File: src/rtl/exc_pkg.sv
// ---------------------------------------------------------------------------
// exc_pkg
// Shared types and constants for the LEGv8 exception controller.
//   exc_state_e     : controller state (RUN = normal flow, HANDLER = in handler)
//   ESR_*           : bit positions inside the 4-bit exception syndrome register
//   DEFAULT_VECTOR  : default exception handler entry address
// ---------------------------------------------------------------------------
package exc_pkg;

    typedef enum logic {
        RUN     = 1'b0,
        HANDLER = 1'b1
    } exc_state_e;

    // Syndrome bit positions
    localparam int ESR_INV  = 0;   // invalid opcode
    localparam int ESR_IRQ  = 1;   // external interrupt
    localparam int ESR_NEST = 3;   // fault raised while already in the handler

    localparam int ESR_W = 4;

    localparam logic [63:0] DEFAULT_VECTOR = 64'h0000_0000_0000_00D8;

    // Syndrome value for a fresh exception taken from RUN
    function automatic logic [ESR_W-1:0] cause_syndrome(input logic is_inv);
        logic [ESR_W-1:0] s;
        s = '0;
        if (is_inv) begin
            s[ESR_INV] = 1'b1;
        end else begin
            s[ESR_IRQ] = 1'b1;
        end
        return s;
    endfunction

endpackage

File: src/rtl/exc_ctrl_irq_sync.sv
// ---------------------------------------------------------------------------
// irq_sync
// Brings the asynchronous external interrupt level into the clk domain with a
// two-flop synchronizer, then flags the synchronized rising edge.
// Ports:
//   clk       in   rising-edge clock
//   reset     in   synchronous, active-high reset (clears all flops)
//   async_in  in   asynchronous interrupt level
//   rise      out  one-cycle pulse: synchronized level went 0 -> 1
// ---------------------------------------------------------------------------
module irq_sync (
    input  logic clk,
    input  logic reset,
    input  logic async_in,
    output logic rise
);

    logic sync1_q, sync1_d;
    logic sync2_q, sync2_d;
    logic prev_q,  prev_d;

    always_comb begin
        sync1_d = async_in;
        sync2_d = sync1_q;
        prev_d  = sync2_q;
    end

    always_ff @(posedge clk) begin
        if (reset) begin
            sync1_q <= 1'b0;
            sync2_q <= 1'b0;
            prev_q  <= 1'b0;
        end else begin
            sync1_q <= sync1_d;
            sync2_q <= sync2_d;
            prev_q  <= prev_d;
        end
    end

    // A level held high produces exactly one pulse.
    assign rise = sync2_q & ~prev_q;

endmodule

File: src/rtl/exc_ctrl.sv
// ---------------------------------------------------------------------------
// exc_ctrl
// Exception controller sitting after the main decoder. Diverts fetch to the
// handler vector on an invalid opcode or a pending external interrupt, and
// returns to the saved address on ERET. Holds ELR and ESR.
// Ports:
//   clk, reset    clock; synchronous active-high reset
//   instr_valid   current instruction is real; gates every decision
//   pc            address of the current instruction
//   eret          ERET strobe from the main decoder
//   inv_op        current opcode is not decodable
//   ext_irq       asynchronous external interrupt level
//   redirect      override next PC this cycle (combinational)
//   redirect_pc   next PC when redirect=1, else 0 (combinational)
//   kill          suppress register/memory writes of current instr (comb.)
//   elr           saved return address (registered)
//   esr           syndrome: [0] inv op, [1] irq, [3] nested fault (registered)
//   in_exc        handler active (registered state == HANDLER)
// ---------------------------------------------------------------------------
module exc_ctrl
    import exc_pkg::*;
#(
    parameter int              PC_W   = 64,
    parameter logic [PC_W-1:0] VECTOR = PC_W'(DEFAULT_VECTOR)
) (
    input  logic             clk,
    input  logic             reset,
    input  logic             instr_valid,
    input  logic [PC_W-1:0]  pc,
    input  logic             eret,
    input  logic             inv_op,
    input  logic             ext_irq,
    output logic             redirect,
    output logic [PC_W-1:0]  redirect_pc,
    output logic             kill,
    output logic [PC_W-1:0]  elr,
    output logic [ESR_W-1:0] esr,
    output logic             in_exc
);

    exc_state_e       state_q, state_d;
    logic [PC_W-1:0]  elr_q, elr_d;
    logic [ESR_W-1:0] esr_q, esr_d;
    logic             pending_q, pending_d;

    logic irq_rise;

    irq_sync u_irq_sync (
        .clk      (clk),
        .reset    (reset),
        .async_in (ext_irq),
        .rise     (irq_rise)
    );

    // -----------------------------------------------------------------------
    // Event decode. Reset masks the instruction so the combinational outputs
    // stay quiet while reset is held, whatever the inputs are doing.
    // -----------------------------------------------------------------------
    logic valid_eff;
    logic take_inv;     // invalid op in RUN
    logic take_irq;     // pending irq taken in RUN
    logic nest_fault;   // invalid op inside the handler (exceptions masked)
    logic do_return;    // ERET inside the handler

    assign valid_eff  = instr_valid & ~reset;
    assign take_inv   = valid_eff & (state_q == RUN) & inv_op;
    assign take_irq   = valid_eff & (state_q == RUN) & ~inv_op & pending_q;
    assign nest_fault = valid_eff & (state_q == HANDLER) & inv_op;
    assign do_return  = valid_eff & (state_q == HANDLER) & eret & ~inv_op;

    // -----------------------------------------------------------------------
    // State register (plus the architectural registers that move with it)
    // -----------------------------------------------------------------------
    always_ff @(posedge clk) begin
        if (reset) begin
            state_q   <= RUN;
            elr_q     <= '0;
            esr_q     <= '0;
            pending_q <= 1'b0;
        end else begin
            state_q   <= state_d;
            elr_q     <= elr_d;
            esr_q     <= esr_d;
            pending_q <= pending_d;
        end
    end

    // -----------------------------------------------------------------------
    // Next-state logic
    // -----------------------------------------------------------------------
    always_comb begin
        state_d = state_q;
        elr_d   = elr_q;
        esr_d   = esr_q;

        // A fresh edge sets pending even on the cycle an older one is taken,
        // so a genuine new request is never dropped.
        pending_d = (pending_q & ~take_irq) | irq_rise;

        unique case (state_q)
            RUN: begin
                if (take_inv || take_irq) begin
                    state_d = HANDLER;
                    elr_d   = pc;
                    esr_d   = cause_syndrome(take_inv);
                end
            end
            HANDLER: begin
                if (nest_fault) begin
                    esr_d[ESR_NEST] = 1'b1;
                end else if (do_return) begin
                    state_d = RUN;
                    esr_d   = '0;
                end
            end
            default: begin
                state_d = RUN;
            end
        endcase
    end

    // -----------------------------------------------------------------------
    // Output logic: single-cycle PC mux override and write suppression
    // -----------------------------------------------------------------------
    always_comb begin
        redirect    = 1'b0;
        redirect_pc = '0;
        kill        = 1'b0;

        if (take_inv || take_irq || nest_fault) begin
            redirect    = 1'b1;
            redirect_pc = VECTOR;
            kill        = 1'b1;
        end else if (do_return) begin
            // The returning instruction itself must still retire.
            redirect    = 1'b1;
            redirect_pc = elr_q;
        end
    end

    assign elr    = elr_q;
    assign esr    = esr_q;
    assign in_exc = (state_q == HANDLER);

endmodule

File: config.mk
export PLATFORM = sky130hd
export DESIGN_NAME = exc_ctrl
export DESIGN_NICKNAME = d
export VERILOG_FILES = /design/src/rtl/exc_pkg.sv /design/src/rtl/exc_ctrl_irq_sync.sv /design/src/rtl/exc_ctrl.sv
export SDC_FILE = /design/constraint.sdc
export NUM_CORES = 1
export LEC_CHECK = 0
export ABC_AREA = 1
export CAP_MARGIN = 10
export CORE_ASPECT_RATIO = 2
export CORE_MARGIN = 2
export CORE_UTILIZATION = 36
export CTS_CLUSTER_DIAMETER = 120
export DETAILED_ROUTE_END_ITERATION = 10
export PLACE_DENSITY = 0.77
export REMOVE_ABC_BUFFERS = 1
export SLEW_MARGIN = 25
export SYNTH_ARGS = -nofsm -noshare
export SYNTH_HDL_FRONTEND = slang
export SYNTH_SLANG_ARGS = --single-unit
export TNS_END_PERCENT = 5
File: constraint.sdc
create_clock -name clk -period 1.7 [get_ports clk]
set_clock_uncertainty 0.1 [all_clocks]
set_input_delay 0.34 -clock clk [delete_from_list [all_inputs] [get_ports clk]]
set_output_delay 0.34 -clock clk [all_outputs]
set_load 0.01 [all_outputs]
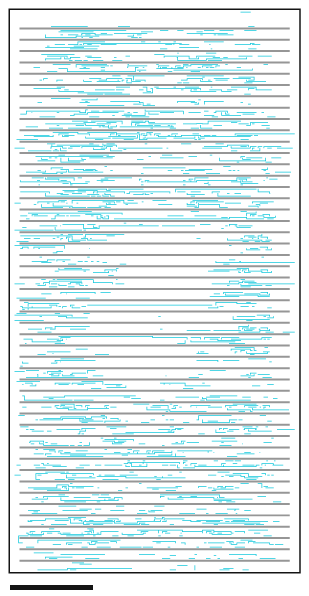
Figure 1: run 1, M1 wires.
Bar = 20 µm. Supply wires on this layer in grey.
The layer holds 35% of the routed length. The wires run mostly horizontal.
final WL: 11200 µm
grt met1 use: 0.237
via count: 3611

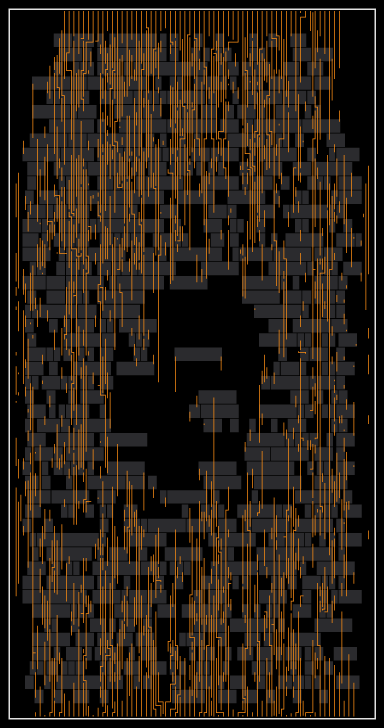
Figure 2: run 1, M2 wires.
Cells faint in the background.
The layer carries 6270 µm of wire. The wires run mostly vertical. 612 nets have wire on it.

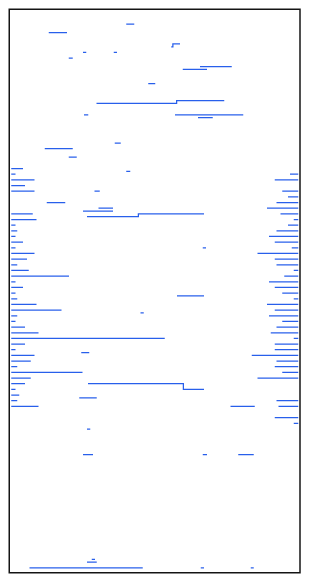
Figure 3: run 1, signal wires on met3.
The longest straight run is 36.6 µm. The wires run mostly horizontal. 103 nets have wire on it. The layer carries 576 µm of wire.

## run 1: placed cells by master, fill, tap and decap left out, types with 2 or more instances in the layout
cell type and count:
nand2_2 2, nor2_1 179, dfxtp_1 69, a21oi_1 7, o21ai_2 3, clkbuf_8 3, clkbuf_1 2, inv_1 70
buf_4 18, nor2_4 2, buf_16 2, clkbuf_2 13, buf_8 2, o21ai_1 10, inv_2 2, dlymetal6s2s_1 27
dlygate4sd2_1 26, buf_2 51, nor2_2 10, dfxtp_2 2, nand3_1 4, buf_12 4, nand3_4 2, nand2_1 7
clkdlybuf4s50_1 80, o21ai_0 52, buf_6 5, clkbuf_16 9
## run 1: sequential cells by signal, summed over array words and instances (netlist names)
signal              count
elr                    64
esr                     3
in_exc                  1
pending_q               1
u_irq_sync.prev_d       1
u_irq_sync.prev_q       1
u_irq_sync.sync1_q      1
## run 1: routing by layer
metal / global-route usage / part of all wire
met4: 0.103 / 0.033
met5: 0 / 0
met3: 0.0485 / 0.052
met2: 0.419 / 0.56
met1: 0.237 / 0.35
## run 1: worst min-delay path by stage
stage	end	startpoint	depth (start not counted)	slack [ns]
final	u_irq_sync.prev_d	u_irq_sync.sync1_q	2	0.31
after global routing	u_irq_sync.prev_d	u_irq_sync.sync1_q	2	0.32
after CTS	u_irq_sync.sync1_q	reset	3	0.31
after detailed placement	u_irq_sync.prev_d	u_irq_sync.sync1_q	2	0.30
after global placement	u_irq_sync.prev_d	u_irq_sync.sync1_q	2	0.29
after floorplan	u_irq_sync.prev_d	u_irq_sync.sync1_q	2	0.29
## run 1: logic make-up (layout without fill, tap and decap cells)
kind of cell / Yosys count / after routing / share of synthesized area
flip-flops: 72 / 72 / 0.467
AND-OR/OR-AND: 73 / 73 / 0.118
buffers and inverters: 101 / 317 / 0.147
other: 1 / 1 / 0.00121
AND/OR/NAND/NOR: 209 / 209 / 0.267
## run 1: power by group
group          internal, mW  switching [mW]  leakage [nW]  total [mW]
logic                 0.389           0.321          2.08       0.710
registers              1.79          0.0772         0.590        1.86
clock network          1.09           0.646         0.135        1.74
## run 1: metrics by stage
| step | utilization | instance area (µm²) | power, mW | cells |
|---|---|---|---|---|
| after CTS | 0.648 | 5380 | 4.33 | 769 |
| final | 0.657 | 5450 | 4.31 | 770 |
| after global routing | 0.657 | 5450 | 4.49 | 770 |
| after floorplan | - | 2910 | 2.15 | 428 |
| after global placement | 0.631 | 5230 | 2.60 | 748 |
| after detailed placement | 0.631 | 5230 | 2.62 | 748 |
## run 1: synth_stat cells
library cell / count / share of area
o21ai_0: 56 / 0.091
clkbuf_1: 13 / 0.016
nand3_4: 1 / 0.0057
buf_6: 8 / 0.029
and2_1: 1 / 0.0020
inv_1: 72 / 0.088
buf_4: 1 / 0.0024
a21oi_1: 7 / 0.011
nand3_1: 5 / 0.0081
nor2_4: 1 / 0.0036
o21ai_1: 10 / 0.016
nand2_2: 1 / 0.0020
dfxtp_1: 72 / 0.47
clkbuf_2: 4 / 0.0065
nand3_2: 1 / 0.0032
inv_4: 1 / 0.0020
nand2_1: 8 / 0.0097
conb_1: 1 / 0.0012
buf_2: 2 / 0.0032
nor3_1: 1 / 0.0016
nor2_1: 190 / 0.23
==> flow_summary.ini, run 1 <==
; generated from flow reports
[layout]
syn_to_final_growth_pct = 76.5
num-nonclk-inverters = 73
sh_comb_area = 0.232
final_nets = 739
buf_share = 0.379
largest_class = non-clock buffers
clk_share = 0.0503
seq_share = 0.266
fillCellCount = 756
ff_latch_area_um2 = 1450
n_all_buffers = 230
n_sequential_cell = 72
nClkBuffers = 14

[synthesis]
synth_warnings = 0
ys_seq_elements = 72
ys_cells = 456
syn_area_per_cell_um2 = 6.77
syn_inst = 456
yosys_area_um2 = 3090
ys_types = 21
netlist_area_um2 = 3090
yosys.stat.seqShare = 0.467

[pwr]
p_per_area_nw_per_um2 = 791
power_leakage_nw = 2.81
max-vdd-ir-drop_v = 0.000555

[critical_path]
crit_start = in_exc
reg2reg_depth = 9
critical_path.top_delay_family = buffers and inverters
crit_path_end = redirect_pc[3]
worst_setup_path_end_kind = output port
cp_slowest_stage_delay_ns = 0.37
regToRegStartpoint = pending_q
slowest_stage = dfxtp_4
path_class = flop to output port

[sta]
slew_violations = 0
finalHoldViolCount = 0
hold_ws_ns = 0.305
setup_slack_ns = -0.141
fmax_mhz = 543
tns_ns = -1.75
period_needed_ns = 1.84
rsz0062_at_grt = true
setup-violations-final = 25

[detailed_routing]
final_antenna_net_count = 0
firstDrtPassIters = 4
viasPerCell = 4.69
wl_per_cell_um = 14.5
drtIter0Drc = 103

[clocking]
clockRootBuffer = clkbuf_16
clock_path_buffers = 2
clock-sinks = 72
postCtsSetupBuffers = 5
ctsResizeCount = 299
htreeDepth = 3
clkLatencyLatePin_ns = 0.33
cts_hold_buffers = 0
cts_tree = done

[placement]
hpwl_um = 7940
portBuffers = 203
pre_cts_slack_ns = -0.870

[grt]
antenna_found_initial = 0
first_global_vias = 3355
grt_usage = 0.225
grt_pass1_wl_um = 16700

[die]
fp_util = 0.372
chipArea_um2 = 9380
fp.dieH_um = 135
die_x_um = 69.5

[outcome]
failed_checks = setup timing
status = finished with violations
==> run 2: changes to the inputs <==
--- a/config.mk
+++ b/config.mk
@@ -10,11 +10,11 @@
 export CORE_ASPECT_RATIO = 2
 export CORE_MARGIN = 2
 export CORE_UTILIZATION = 36
-export CTS_CLUSTER_DIAMETER = 120
+export CTS_CLUSTER_DIAMETER = 150
 export DETAILED_ROUTE_END_ITERATION = 10
 export PLACE_DENSITY = 0.77
 export REMOVE_ABC_BUFFERS = 1
-export SLEW_MARGIN = 25
+export SLEW_MARGIN = 20
 export SYNTH_ARGS = -nofsm -noshare
 export SYNTH_HDL_FRONTEND = slang
 export SYNTH_SLANG_ARGS = --single-unit
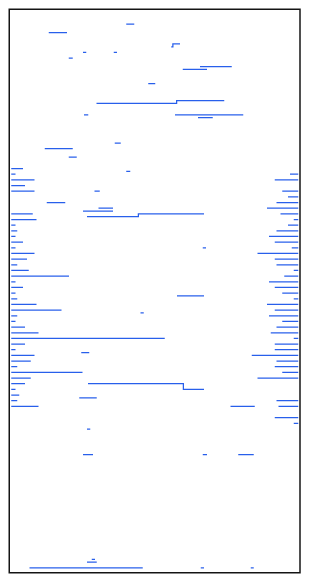
Figure 4: run 2, signal wires on met3.
The layer carries 576 µm of wire. The longest straight run is 36.6 µm. The layer holds 5.2% of the routed length. 103 nets have wire on it.
met3 GRT Util: 0.0485

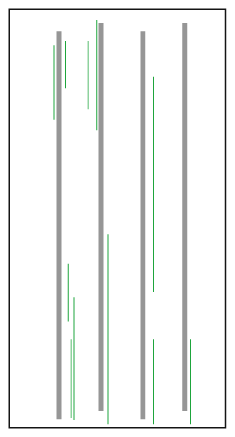
Figure 5: run 2, M4 wires.
Supply wires on this layer in grey.
The layer carries 364 µm of wire. The layer holds 3.3% of the routed length.

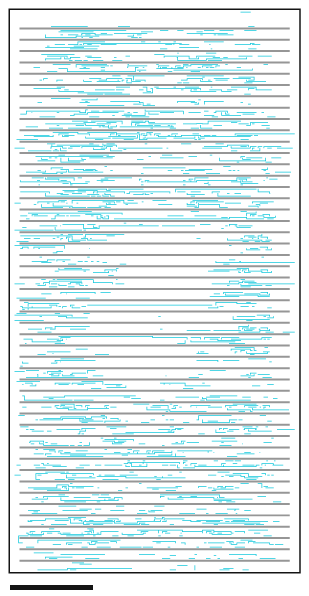
Figure 6: run 2, M1 wires.
Bar = 20 µm. Supply wires on this layer in grey.
The layer holds 35% of the routed length. 657 nets have wire on it. The layer carries 3950 µm of wire. The wires run mostly horizontal. The longest straight run is 29.9 µm.

==> run 2 against run 1 <==
The flow still finishes with violations (setup timing). Sequential cell count unchanged. First-iteration DRC count is the same. Worst setup slack did not move. Clock power barely moved. Critical path depth unchanged. Sequential share of layout area stayed put. Count of clock-buffer cells in the layout did not move. Synthesized cell count did not move. Combinational power about the same. Sequential power barely moved. Critical endpoint unchanged.
==> flow_summary.ini, run 2 <==
; generated from flow reports
[outcome]
status = finished with violations
failed_checks = setup timing

[critical_path]
crit_fanout = 4
worst_setup_path_end_kind = output port
crit_chain = nand3_4 > buf_12 > buf_16 > o21ai_2 > buf_2
crit_required_ns = 1.26
reg2reg_slack_ns = 0.09
critPathBufInv = 3
timing.rr.end = elr[31]
reg2reg_depth = 9
slowest_stage = dfxtp_4
critical_path.top_delay_family = buffers and inverters
regToRegStartpoint = pending_q
critical_path.startpoint_type = flop
path_class = flop to output port
cp_slowest_stage_delay_ns = 0.37
critPathArrivalTime_ns = 1.40

[sta]
period_used_share = 1.08
rsz0062_at_grt = true
finalHoldViolCount = 0
fmax_mhz = 543
period_needed_ns = 1.84
setup-violations-final = 25
setup_slack_ns = -0.141
slew_violations = 0

[layout]
final_nets = 739
diodes = 0
fillCellCount = 756
largest_register_ffs = 64
syn_to_final_growth_pct = 76.5
ff_latch_area_um2 = 1450
comb_area_um2 = 1270
drive_above_1_share = 0.202
lay_top_count = nor2_1
final_cells = 770
design_area_um2 = 5450
most-common-layout-cells = 179 x nor2_1, 80 x clkdlybuf4s50_1, 70 x inv_1, 69 x dfxtp_1, 52 x o21ai_0

[grt]
grt_usage = 0.225
overflow = 0
grt_max_degree = 38
antenna_found_initial = 0
first_global_vias = 3355
grt_pass1_wl_um = 16700

[detailed_routing]
via_count = 3611
wl_per_cell_um = 14.5
viasPerCell = 4.69
drtIter0Drc = 103
wl_um = 11200
drc_errors = 0
firstDrtPassIters = 4
final_antenna_net_count = 0

[placement]
portBuffers = 203
dpl.cell_count = 748
hpwl_um = 7940
post_dp_cell_area_um2 = 5230
gp_congestion = 0.906
pre_cts_slack_ns = -0.870

[min_path]
min_to = u_irq_sync.prev_d
hold_path_startpoint = u_irq_sync.sync1_q
whs_path_depth = 2
hold_class = flop to flop

[die]
chipArea_um2 = 9380
fp.dieH_um = 135
io_pins = 205
core.rowCount = 47
fp_util = 0.372
die_x_um = 69.5
fp.coreArea_um2 = 8290

[pwr]
max-vdd-ir-drop_v = 0.000555
power_leakage_nw = 2.81
p_per_area_nw_per_um2 = 791

[clocking]
cts-buffers-inserted = 9
clock-sinks = 72
cts_tree = done
htreeDepth = 3
clkTransAtPathRegs_ns = 0.05
clkLatencyLatePin_ns = 0.33
clockRootBuffer = clkbuf_16
clock_path_buffers = 2

[synthesis]
yosys.stat.seqShare = 0.467
synth_warnings = 0
async_reset_ff_frac = 0
top_area_cell = dfxtp_1
edf_count = 0
most_common_cell = nor2_1
top_cells_by_count = 190 x nor2_1, 72 x dfxtp_1, 72 x inv_1, 56 x o21ai_0, 13 x clkbuf_1
syn_inst = 456
ys_seq_elements = 72
yosys_area_um2 = 3090
ys_cells = 456
ys.flop_type = dfxtp_1
syn_area_per_cell_um2 = 6.77
ys_types = 21
netlist_area_um2 = 3090
top_cell_area_share = 0.467
top_cells_by_area = dfxtp_1 47%, nor2_1 23%, o21ai_0 9.1%

[run]
warnings = 27
max-cap-violations = 0
[run 2: cell counts after synthesis]
Identical to the previous run, type by type.
[run 2: final cells by class]
type                       count  share of cell area
sequential                    72               0.266
inverter                      73              0.0507
tap                           98              0.0225
timing repair buffer         230               0.379
multi-input combinational    283               0.232
clock buffer                  14              0.0503
[run 2: what timing repair did]
action / 4_1_cts / 5_1_grt
endpoints found under the setup margin: 93 / 93
cloned: 2 / 0
hold buffers: 0 / 0
gates resized: 299 / 62
pin swaps: 7 / 4
buffers inserted: 5 / 1
hold endpoints to repair: 0 / 0
[run 2: where the power goes]
part,internal (mW),switching (mW)
sequential,1.79,0.0772
combinational,0.389,0.321
clock,1.09,0.646
[run 2: cell families (layout without fill, tap and decap cells)]
group / count (synthesis) / in the layout / synth area share
buffers and inverters: 101 / 317 / 0.147
other: 1 / 1 / 0.00121
and+or+nand+nor: 209 / 209 / 0.267
AOI/OAI and AO/OA: 73 / 73 / 0.118
DFF: 72 / 72 / 0.467
[run 2: per-layer routing]
metal  vias up  part of all wire  routed length [µm]  global-route usage
met3        26             0.052                 575              0.0485
met2       133              0.56                6270               0.419
met5         -                 0                   0                   0
met1      1673              0.35                3950               0.237
li1       1779                 -                   -                   -
met4         0             0.033                 363               0.103
[run 2: worst max-delay path by stage]
stage | end | from | slack (ns) | cells past startpoint
after floorplan | redirect_pc[3] | instr_valid | -0.52 | 4
after detailed placement | redirect_pc[4] | instr_valid | -0.87 | 7
after global placement | redirect_pc[7] | instr_valid | -0.77 | 7
after global routing | redirect_pc[3] | in_exc | -0.16 | 5
final | redirect_pc[3] | in_exc | -0.14 | 5
after CTS | redirect_pc[48] | in_exc | -0.21 | 4
[run 2: through the flow]
stage	utilization	hold slack [ns]	power, mW	TNS (ns)
6_report	0.657	0.305	4.31	-1.75
3_3_place_gp	0.631	0.292	2.60	-67.73
4_1_cts	0.648	0.307	4.33	-6.97
5_1_grt	0.657	0.318	4.49	-4.21
2_1_floorplan	-	0.288	2.15	-23.73
3_5_place_dp	0.631	0.304	2.62	-70.52
[run 2: worst register-to-register path, stage by stage, from the launching register on]
cell and delay (ns):
dfxtp_2 0.32, inv_1 0.06, nand2_2 0.07, nand3_4 0.08
buf_4 0.12, buf_4 0.28, inv_4 0.08, buf_12 0.17
nor2_1 0.15, nor2_1 0.07
Power figures rest on the tool's default switching activity, not on a simulated workload.
